Fig. 1: run 1, signal wires on met3
Scale: 4 px per um.
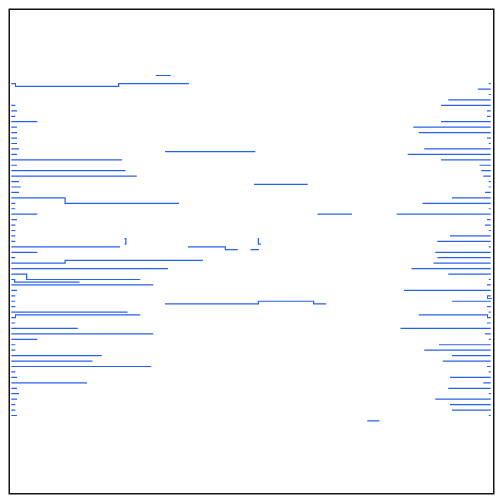
Fig. 2: run 1, routing congestion map
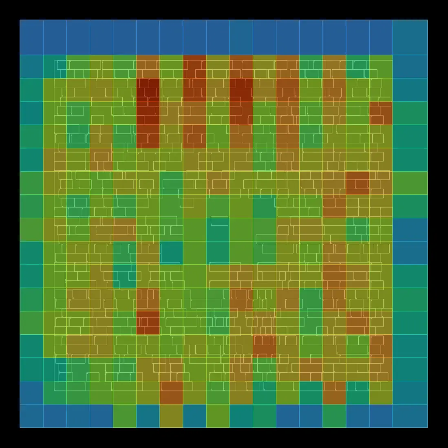
Fig. 3: run 1, sizing map
Scale: 3 px per um.
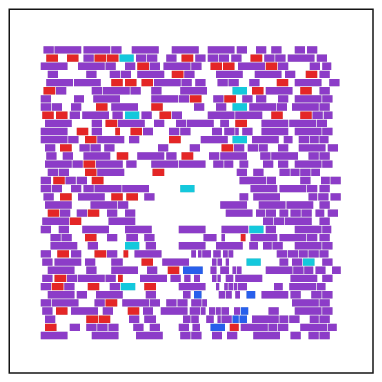
===== config.mk =====
export PLATFORM = sky130hd
export DESIGN_NAME = mdu_issue_ctrl
export DESIGN_NICKNAME = d
export VERILOG_FILES = /design/src/rtl/mdu_issue_ctrl.sv
export SDC_FILE = /design/constraint.sdc
export NUM_CORES = 1
export LEC_CHECK = 0
export CORE_MARGIN = 10
export CORE_UTILIZATION = 40
export DETAILED_ROUTE_END_ITERATION = 12
export MAX_ROUTING_LAYER = met4
export PLACE_DENSITY_LB_ADDON = 0.1
export SLEW_MARGIN = 20
export SYNTH_ARGS = -nofsm -noshare
export SYNTH_HDL_FRONTEND = slang
export SYNTH_SLANG_ARGS = --single-unit

===== constraint.sdc =====
create_clock -name s_clk_i -period 7.1 [get_ports s_clk_i]
set_input_delay 1.42 -clock s_clk_i [delete_from_list [all_inputs] [get_ports s_clk_i]]
set_output_delay 1.42 -clock s_clk_i [all_outputs]
set_load 0.05 [all_outputs]

===== src/rtl/mdu_issue_ctrl.sv =====
// mdu_issue_ctrl: EX-stage initiator for the multi-cycle multiply/divide unit.
// It latches an MDU instruction from OP, holds the compute request stable
// until the MDU pulses finished, then presents the captured result to MA.
// It stalls upstream while an operation is in flight. A pipeline flush or a
// watchdog expiry ends the operation early.
module mdu_issue_ctrl #(
  parameter int unsigned TIMEOUT = 40,
  parameter int unsigned CNT_W   = $clog2(TIMEOUT + 1)
) (
  input  logic        s_clk_i,
  input  logic        s_rst_i,
  input  logic        s_valid_i,
  input  logic [2:0]  s_func_i,
  input  logic [31:0] s_op1_i,
  input  logic [31:0] s_op2_i,
  input  logic        s_ma_stall_i,
  input  logic        s_flush_i,
  input  logic        s_mdu_finished_i,
  input  logic [31:0] s_mdu_result_i,
  output logic        s_mdu_compute_o,
  output logic [2:0]  s_mdu_func_o,
  output logic [31:0] s_mdu_op1_o,
  output logic [31:0] s_mdu_op2_o,
  output logic        s_ex_stall_o,
  output logic [31:0] s_result_o,
  output logic        s_result_valid_o,
  output logic        s_timeout_o
);

  typedef enum logic [1:0] {
    ST_IDLE = 2'd0,
    ST_BUSY = 2'd1,
    ST_DONE = 2'd2
  } state_e;

  // This is the last BUSY cycle before the watchdog gives up. It is also the
  // value where the counter stops.
  localparam logic [CNT_W-1:0] CNT_LAST = CNT_W'(TIMEOUT - 1);

  state_e            state_q, state_d;
  logic [CNT_W-1:0]  cnt_q,   cnt_d;
  logic [2:0]        func_q,  func_d;
  logic [31:0]       op1_q,   op1_d;
  logic [31:0]       op2_q,   op2_d;
  logic [31:0]       result_q, result_d;

  logic              compute;
  logic              ex_stall;
  logic              result_valid;
  logic              timeout;

  // State, counter, latched request and captured result.
  // NOTE: sequential state uses non-blocking assignments only. All registers
  // update together from values computed before the edge.
  always_ff @(posedge s_clk_i or posedge s_rst_i) begin
    if (s_rst_i) begin
      state_q  <= ST_IDLE;
      cnt_q    <= '0;
      func_q   <= '0;
      op1_q    <= '0;
      op2_q    <= '0;
      result_q <= '0;
    end else begin
      state_q  <= state_d;
      cnt_q    <= cnt_d;
      func_q   <= func_d;
      op1_q    <= op1_d;
      op2_q    <= op2_d;
      result_q <= result_d;
    end
  end

  // Next-state and output decode. A flush overrides the per-state decision.
  always_comb begin
    // NOTE: every signal gets a default value before the case statement.
    // A path that does not assign a signal therefore keeps its value through
    // the default, and no latch is inferred.
    state_d      = state_q;
    cnt_d        = cnt_q;
    func_d       = func_q;
    op1_d        = op1_q;
    op2_d        = op2_q;
    result_d     = result_q;
    compute      = 1'b0;
    ex_stall     = 1'b0;
    result_valid = 1'b0;
    timeout      = 1'b0;

    unique case (state_q)
      ST_IDLE: begin
        if (s_valid_i && !s_flush_i) begin
          func_d   = s_func_i;
          op1_d    = s_op1_i;
          op2_d    = s_op2_i;
          cnt_d    = '0;
          ex_stall = 1'b1;
          state_d  = ST_BUSY;
        end
      end

      ST_BUSY: begin
        compute  = 1'b1;
        ex_stall = 1'b1;
        // The counter stops at the watchdog limit and never wraps.
        cnt_d    = (cnt_q == CNT_LAST) ? cnt_q : cnt_q + CNT_W'(1);
        if (s_mdu_finished_i) begin
          // A finished pulse takes priority over a watchdog expiry in the same cycle.
          result_d = s_mdu_result_i;
          cnt_d    = '0;
          state_d  = ST_DONE;
        end else if (cnt_q == CNT_LAST) begin
          result_d = '0;
          timeout  = 1'b1;
          cnt_d    = '0;
          state_d  = ST_DONE;
        end
      end

      ST_DONE: begin
        result_valid = 1'b1;
        ex_stall     = s_ma_stall_i;
        // No new instruction is accepted here. This leaves one bubble
        // between MDU operations.
        if (!s_ma_stall_i) begin
          state_d = ST_IDLE;
        end
      end

      default: begin
        state_d = ST_IDLE;
        cnt_d   = '0;
      end
    endcase

    // A flush drops the operation at once. Any finished pulse in this cycle
    // is ignored, and the captured result keeps its old value.
    if (s_flush_i) begin
      state_d      = ST_IDLE;
      cnt_d        = '0;
      func_d       = func_q;
      op1_d        = op1_q;
      op2_d        = op2_q;
      result_d     = result_q;
      compute      = 1'b0;
      ex_stall     = 1'b0;
      result_valid = 1'b0;
      timeout      = 1'b0;
    end
  end

  // Drive the outputs. The stall depends directly on s_valid_i in IDLE, so it
  // is also forced low while reset is asserted.
  assign s_mdu_compute_o  = compute;
  assign s_mdu_func_o     = func_q;
  assign s_mdu_op1_o      = op1_q;
  assign s_mdu_op2_o      = op2_q;
  assign s_ex_stall_o     = ex_stall && !s_rst_i;
  assign s_result_o       = result_q;
  assign s_result_valid_o = result_valid;
  assign s_timeout_o      = timeout;

endmodule


==> flow_metrics.env, run 1 <==
# flow metrics
export IMPL_status="completed"
export IMPL_async_reset_ff_frac=1.00
export IMPL_n_antenna_cell=0
export IMPL_power_leader="combinational logic"
export IMPL_die_w_um=121
export IMPL_worstPathCellList="clkdlybuf4s50_1, or4b_4, nor2_1, clkdlybuf4s50_1"
export IMPL_cp_num_cells=4
export IMPL_worst_pin_slew_ns=0.854
export IMPL_grt_util_met3=0.0749
export IMPL_remaining_drc_errors=0
export IMPL_viasPerCell=4.91
export IMPL_p_sw_frac=0.420
export IMPL_met2_length_um=5690
export IMPL_dr_wl_met3_um=1220
export IMPL_portBuffers=207
export IMPL_ios=208
export IMPL_dieArea_mm2=0.0146
export IMPL_grt_pass1_wl_um=18500
export IMPL_place_congestion=0.793
export IMPL_p_per_area_mw_per_mm2=338
export IMPL_leakage_uw=0.00271
export IMPL_setup_viol=0
export IMPL_hold_depth=1
export IMPL_vias=2998
export IMPL_log_warning_count=26
export IMPL_power_uw=2180
export IMPL_place_area_mm2=0.00626
export IMPL_yosys_cells=265
export IMPL_power_clock_fraction=0.153
export IMPL_r2r_end="s_mdu_op1_o[6]$_DFFE_PP0P_"
export IMPL_wl_per_cell_um=19.7
export IMPL_dp_cells=594
export IMPL_power_frac_comb=0.473
export IMPL_met1_usage=0.194
export IMPL_final_setup_skew_ns=0.0121
export IMPL_arrival_ns=3.47
export IMPL_cts_hold_buffers=0
export IMPL_crit_slowest_cell="clkdlybuf4s50_1"
export IMPL_drive_gt1_frac=0.182
export IMPL_cts_setup_buffers=0
export IMPL_wl_met1_um=5040
export IMPL_top_cells_by_area="dfrtp_1, mux2_2, a22o_1"
export IMPL_initial_utilization=0.413
export IMPL_yosys_area_mm2=0.00406
export IMPL_cts_resized=0
export IMPL_dp_slack_ns=2.20
export IMPL_common_cells="dfrtp_1, mux2_2, a22o_1, buf_2, o21ai_0"
About Fig. 1:
- longest straight run: 38.9 um
- wire length on this layer: 1220 um
- main direction: horizontal
- nets with wire on the layer: 125

About Fig. 2:
Top Usage Layer GRT: met2
Util after Layout: 0.656
GR Layer Usage met2: 0.259

About Fig. 3:
- red: x2 (cells 69; most used mux2_2)
- purple: x1 and smaller (cells 390; most used clkdlybuf4s50_1)
- cyan: x6 and larger (cells 11; most used clkbuf_8)
- blue: x3 and x4 (cells 7; most used buf_4)

run 1: registers in the layout, summed over array words and instances, names as in the netlist:
name          flops
s_mdu_op2_o      32
state_q           2
s_mdu_func_o      3
s_mdu_op1_o      32
cnt_q             6
s_result_o       32
run 1: cell type report:
cell class              count  area (um^2)
clock buffers              11          141
clock inverters             5         28.8
fillers                   827         3380
inverters                   2         10.0
multi-input cells         141         1310
flip-flops and latches    107         2680
well taps                 133          166
repair buffers            211         2110
run 1: cells by family after synthesis:
family          count (synthesis)  share of synthesized area
compound gates                 46                     0.0894
xor+xnor                        1                    0.00216
fa+ha+maj                       1                    0.00308
buf+inv                        17                     0.0206
flops                         107                      0.659
mux                            67                      0.186
simple gates                   26                     0.0394
Fig. 4: run 1, selected gate families
Scale: 3 px per um.
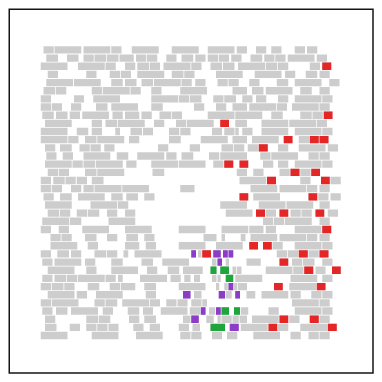

==> run 1 -> run 2 <==
- clock period: 7.1 -> 4.85 ns (I/O delays scaled with it)
Fig. 5: run 2, selected gate families
Scale: 3 px per um.
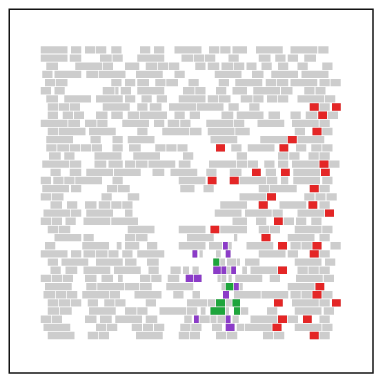
- green: and/or cells (cells 6; where bottom centre)
- purple: aoi and oai cells (cells 13; most used o21ai_0; where bottom centre)
- red: non-inverting ao/oa cells (cells 33; most used a22o_1)
fraction of area in multi-input gates: 0.203
Layout Cells excl Fill: 610
most numerous logic cell after layout: clkdlybuf4s50_1

==> run 2 against run 1 <==
  * Critical path type unchanged
  * Critical path depth unchanged
  * Via count grew 0.43%
  * Power is 46% higher
  * Die size stayed put
  * Synthesized cell count stayed put
==> flow_metrics.env, run 2 <==
# flow metrics
export IMPL_cp_num_cells=4
export IMPL_portBuffers=207
export IMPL_setup_viol=0
export IMPL_cts_hold_buffers=0
export IMPL_ios=208
export IMPL_numCtsBuffers=9
export IMPL_crit_path_start_kind="primary input"
export IMPL_xor_share=0.00216
export IMPL_yosys_area_mm2=0.00406
export IMPL_p_seq_frac=0.376
export IMPL_final_util=0.655
export IMPL_leakage_uw=0.00270
export IMPL_remaining_drc_errors=0
export IMPL_die_w_um=121
export IMPL_power_clock_fraction=0.149
export IMPL_wl_met1_um=4870
export IMPL_edf_count=0
export IMPL_dr_wl_met3_um=1170
export IMPL_wl_per_cell_um=19.5
export IMPL_cts_root_buf="clkbuf_8"
export IMPL_place_congestion=0.789
export IMPL_synthCells=265
export IMPL_cts_setup_buffers=0
export IMPL_dieArea_mm2=0.0146
export IMPL_log_warning_count=26
export IMPL_fillers=797
export IMPL_met1_usage=0.189
export IMPL_dp_cells=595
export IMPL_critPathLaunch="s_flush_i"
export IMPL_top_cells_by_area="dfrtp_1, mux2_2, a22o_1"
export IMPL_worstPathCellList="clkdlybuf4s50_1, or4b_4, nor2_1, clkdlybuf4s50_1"
export IMPL_status="completed"
export IMPL_final_setup_skew_ns=0.00919
export IMPL_cts_buffer_depth=2
export IMPL_r2r_end="s_mdu_op1_o[1]$_DFFE_PP0P_"
export IMPL_power_uw=3180
export IMPL_vias=3011
export IMPL_worst_pin_slew_ns=0.849
export IMPL_critical_path_class="in2out"
export IMPL_simple_gate_area_frac=0.0394
export IMPL_yosys_area_share_aoi=0.0894
export IMPL_crit_slowest_cell="clkdlybuf4s50_1"
export IMPL_clkSlewWorstSetupHoldPaths_ns=0.09
export IMPL_reg2reg_from="state_q[1]$_DFFE_PP0P_"
export IMPL_drive_gt1_frac=0.180
export IMPL_yosys_cells=265
export IMPL_grtUsageMet2=0.259
export IMPL_maxSlewViolCount=0
export IMPL_n_antenna_cell=0
export IMPL_h_tree_depth=3
export IMPL_synth_cellmix_adderShare=0.00308
export IMPL_p_sw_frac=0.418
export IMPL_cts_resized=0
export IMPL_busiest_layer="met2"
export IMPL_mux_share=0.186
export IMPL_hold_depth=1
export IMPL_power_leader="combinational logic"
export IMPL_arrival_ns=3.01
export IMPL_p_per_area_mw_per_mm2=494
export IMPL_met2_length_um=5670
export IMPL_async_reset_ff_frac=1.00
export IMPL_viasPerCell=4.94
export IMPL_grt_util_met3=0.0698
export IMPL_grt_pass1_wl_um=18400
export IMPL_logic_family="multiplexers"
export IMPL_initial_utilization=0.413
export IMPL_power_frac_comb=0.475
export IMPL_common_cells="dfrtp_1, mux2_2, a22o_1, buf_2, o21ai_0"
export IMPL_critPathBufInv=2
-- run 2: cell counts after synthesis --
Identical to the previous run, type by type.
-- run 2: area by class of cell --
type                       count  area [um^2]  area share
multi-input combinational    141         1310       0.203
inverter                       2         10.0     0.00156
clock inverter                 3         15.0     0.00233
timing repair buffer         212         2110       0.328
clock buffer                  12          145      0.0226
sequential                   107         2680       0.416
tap                          133          166      0.0259
-- run 2: through the flow --
stage | setup slack, ns | hold slack (ns) | cell area, um^2
floorplan | 1.06 | 0.487 | 4060
global placement | 0.871 | 0.470 | 6270
detailed placement | 0.856 | 0.478 | 6270
CTS | 0.856 | 0.499 | 6430
global route | 0.800 | 0.520 | 6430
finish | 0.869 | 0.494 | 6430
Fig. 6: run 2, sizing map
Scale: 3 px per um.
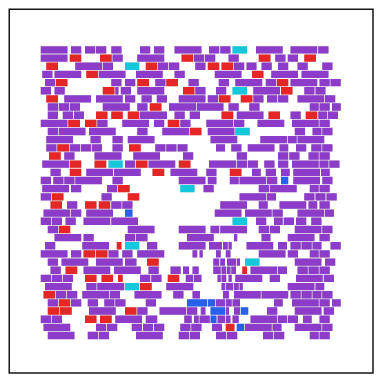

==> run 2 -> run 3 <==
- CORE_UTILIZATION: 40 -> 36
- clock period: 4.85 -> 3.2 ns (I/O delays scaled with it)
Fig. 7: run 3, sizing map
Scale: 3 px per um.
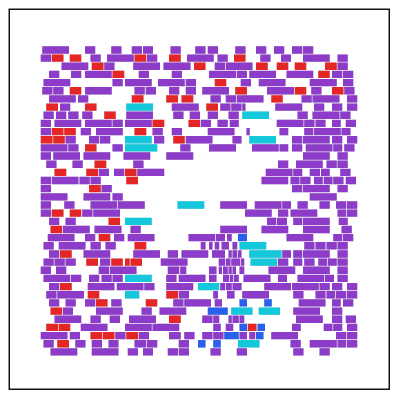
- blue: x3 and x4 (cells 10; most used buf_4)
- purple: x1 and smaller (cells 387; most used clkdlybuf4s50_1)
- red: x2 (cells 66; most used mux2_2)
- cyan: x6 and larger (cells 16; most used clkbuf_16)
setup slack after layout: 0.436 ns
Buffers excl. clock: 213

==> run 3 against run 2 <==
  * Sequential power rose by 53%
  * Die size rose by 9.2%
  * Worst hold slack got worse by 0.0028 ns
  * Synthesized area did not move
  * Clock power rose by 150%
  * Core utilization fell by 4.7 points
  * Sequential cell count did not move
  * Setup slack got worse by 0.43 ns
  * Clock skew fell by 0.0024 ns
  * Critical path type unchanged
  * Critical endpoint unchanged
  * Highest routed layer unchanged
==> flow_metrics.env, run 3 <==
# flow metrics
export IMPL_critPathBufInv=2
export IMPL_status="completed"
export IMPL_power_leader="combinational logic"
export IMPL_clk_share=0.0482
export IMPL_xor_share=0.00216
export IMPL_place_congestion=0.792
export IMPL_grt_util_met3=0.0801
export IMPL_edf_count=0
export IMPL_dieArea_mm2=0.0159
export IMPL_busiest_layer="met2"
export IMPL_common_cells="dfrtp_1, mux2_2, a22o_1, buf_2, o21ai_0"
export IMPL_final_util=0.608
export IMPL_grt_pass1_wl_um=18700
export IMPL_power_clock_fraction=0.222
export IMPL_dr_wl_met3_um=1480
export IMPL_critical_path_class="in2out"
export IMPL_top_cells_by_area="dfrtp_1, mux2_2, a22o_1"
export IMPL_maxSlewViolCount=0
export IMPL_cts_hold_buffers=0
export IMPL_cts_root_buf="clkbuf_16"
export IMPL_leakage_uw=0.00280
export IMPL_log_warning_count=26
export IMPL_async_reset_ff_frac=1.00
export IMPL_n_clock_buffer=12
export IMPL_lay_top_count="clkdlybuf4s50_1"
export IMPL_power_uw=5270
export IMPL_dp_cells=603
export IMPL_n_multi_input_combinational_cell=141
export IMPL_mux_share=0.186
export IMPL_synthCells=265
export IMPL_tapCellCount=140
export IMPL_final_nonclk_buf_share=0.324
export IMPL_n_all_inverters=2
export IMPL_simple_gate_area_frac=0.0394
export IMPL_portBuffers=207
export IMPL_power_frac_comb=0.433
export IMPL_drive_gt1_frac=0.192
export IMPL_clkSlewWorstSetupHoldPaths_ns=0.07
export IMPL_crit_path_start_kind="primary input"
export IMPL_final_cells=619
export IMPL_yosys_area_mm2=0.00406
export IMPL_place_area_mm2=0.00633
run 3: final timing paths:
kind | startpoint | to | slack [ns] | depth (start not counted)
hold / removal | s_mdu_op2_o[1]$_DFFE_PP0P_ | s_mdu_op2_o[1]$_DFFE_PP0P_ | 0.49 | 1
setup / recovery | s_flush_i | s_timeout_o | 0.44 | 4
setup reg to reg | state_q[1]$_DFFE_PP0P_ | s_mdu_op2_o[30]$_DFFE_PP0P_ | 1.43 | 4
hold reg to reg | s_mdu_op2_o[1]$_DFFE_PP0P_ | s_mdu_op2_o[1]$_DFFE_PP0P_ | 0.49 | 1
min in group asynchronous | s_rst_i | cnt_q[4]$_DFFE_PP0P_ | 0.83 | 3
max in group asynchronous | s_rst_i | s_mdu_op2_o[30]$_DFFE_PP0P_ | 2.04 | 3

==> screenshots <==
Placed cells, one colour a class.
Scale: 3 px per um. Fill, decap, tap and diode cells in grey.
panel A
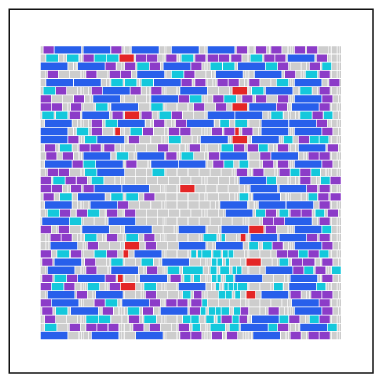
panel B
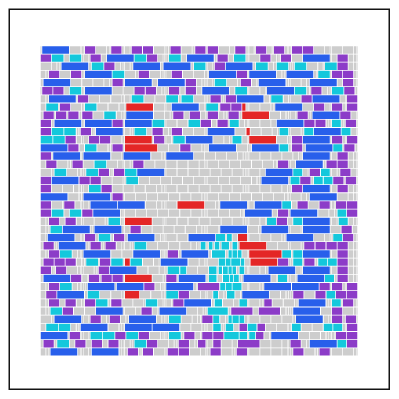
panel A -> run 1
panel B -> run 3

Key to panel A:
- purple: remaining buffers and delay cells (cells 211)
- cyan: remaining logic cells (cells 143)
- blue: sequential cells (cells 107)
- red: clock drivers and dummy loads (cells 16)

Power and IR drop assume default switching activity.
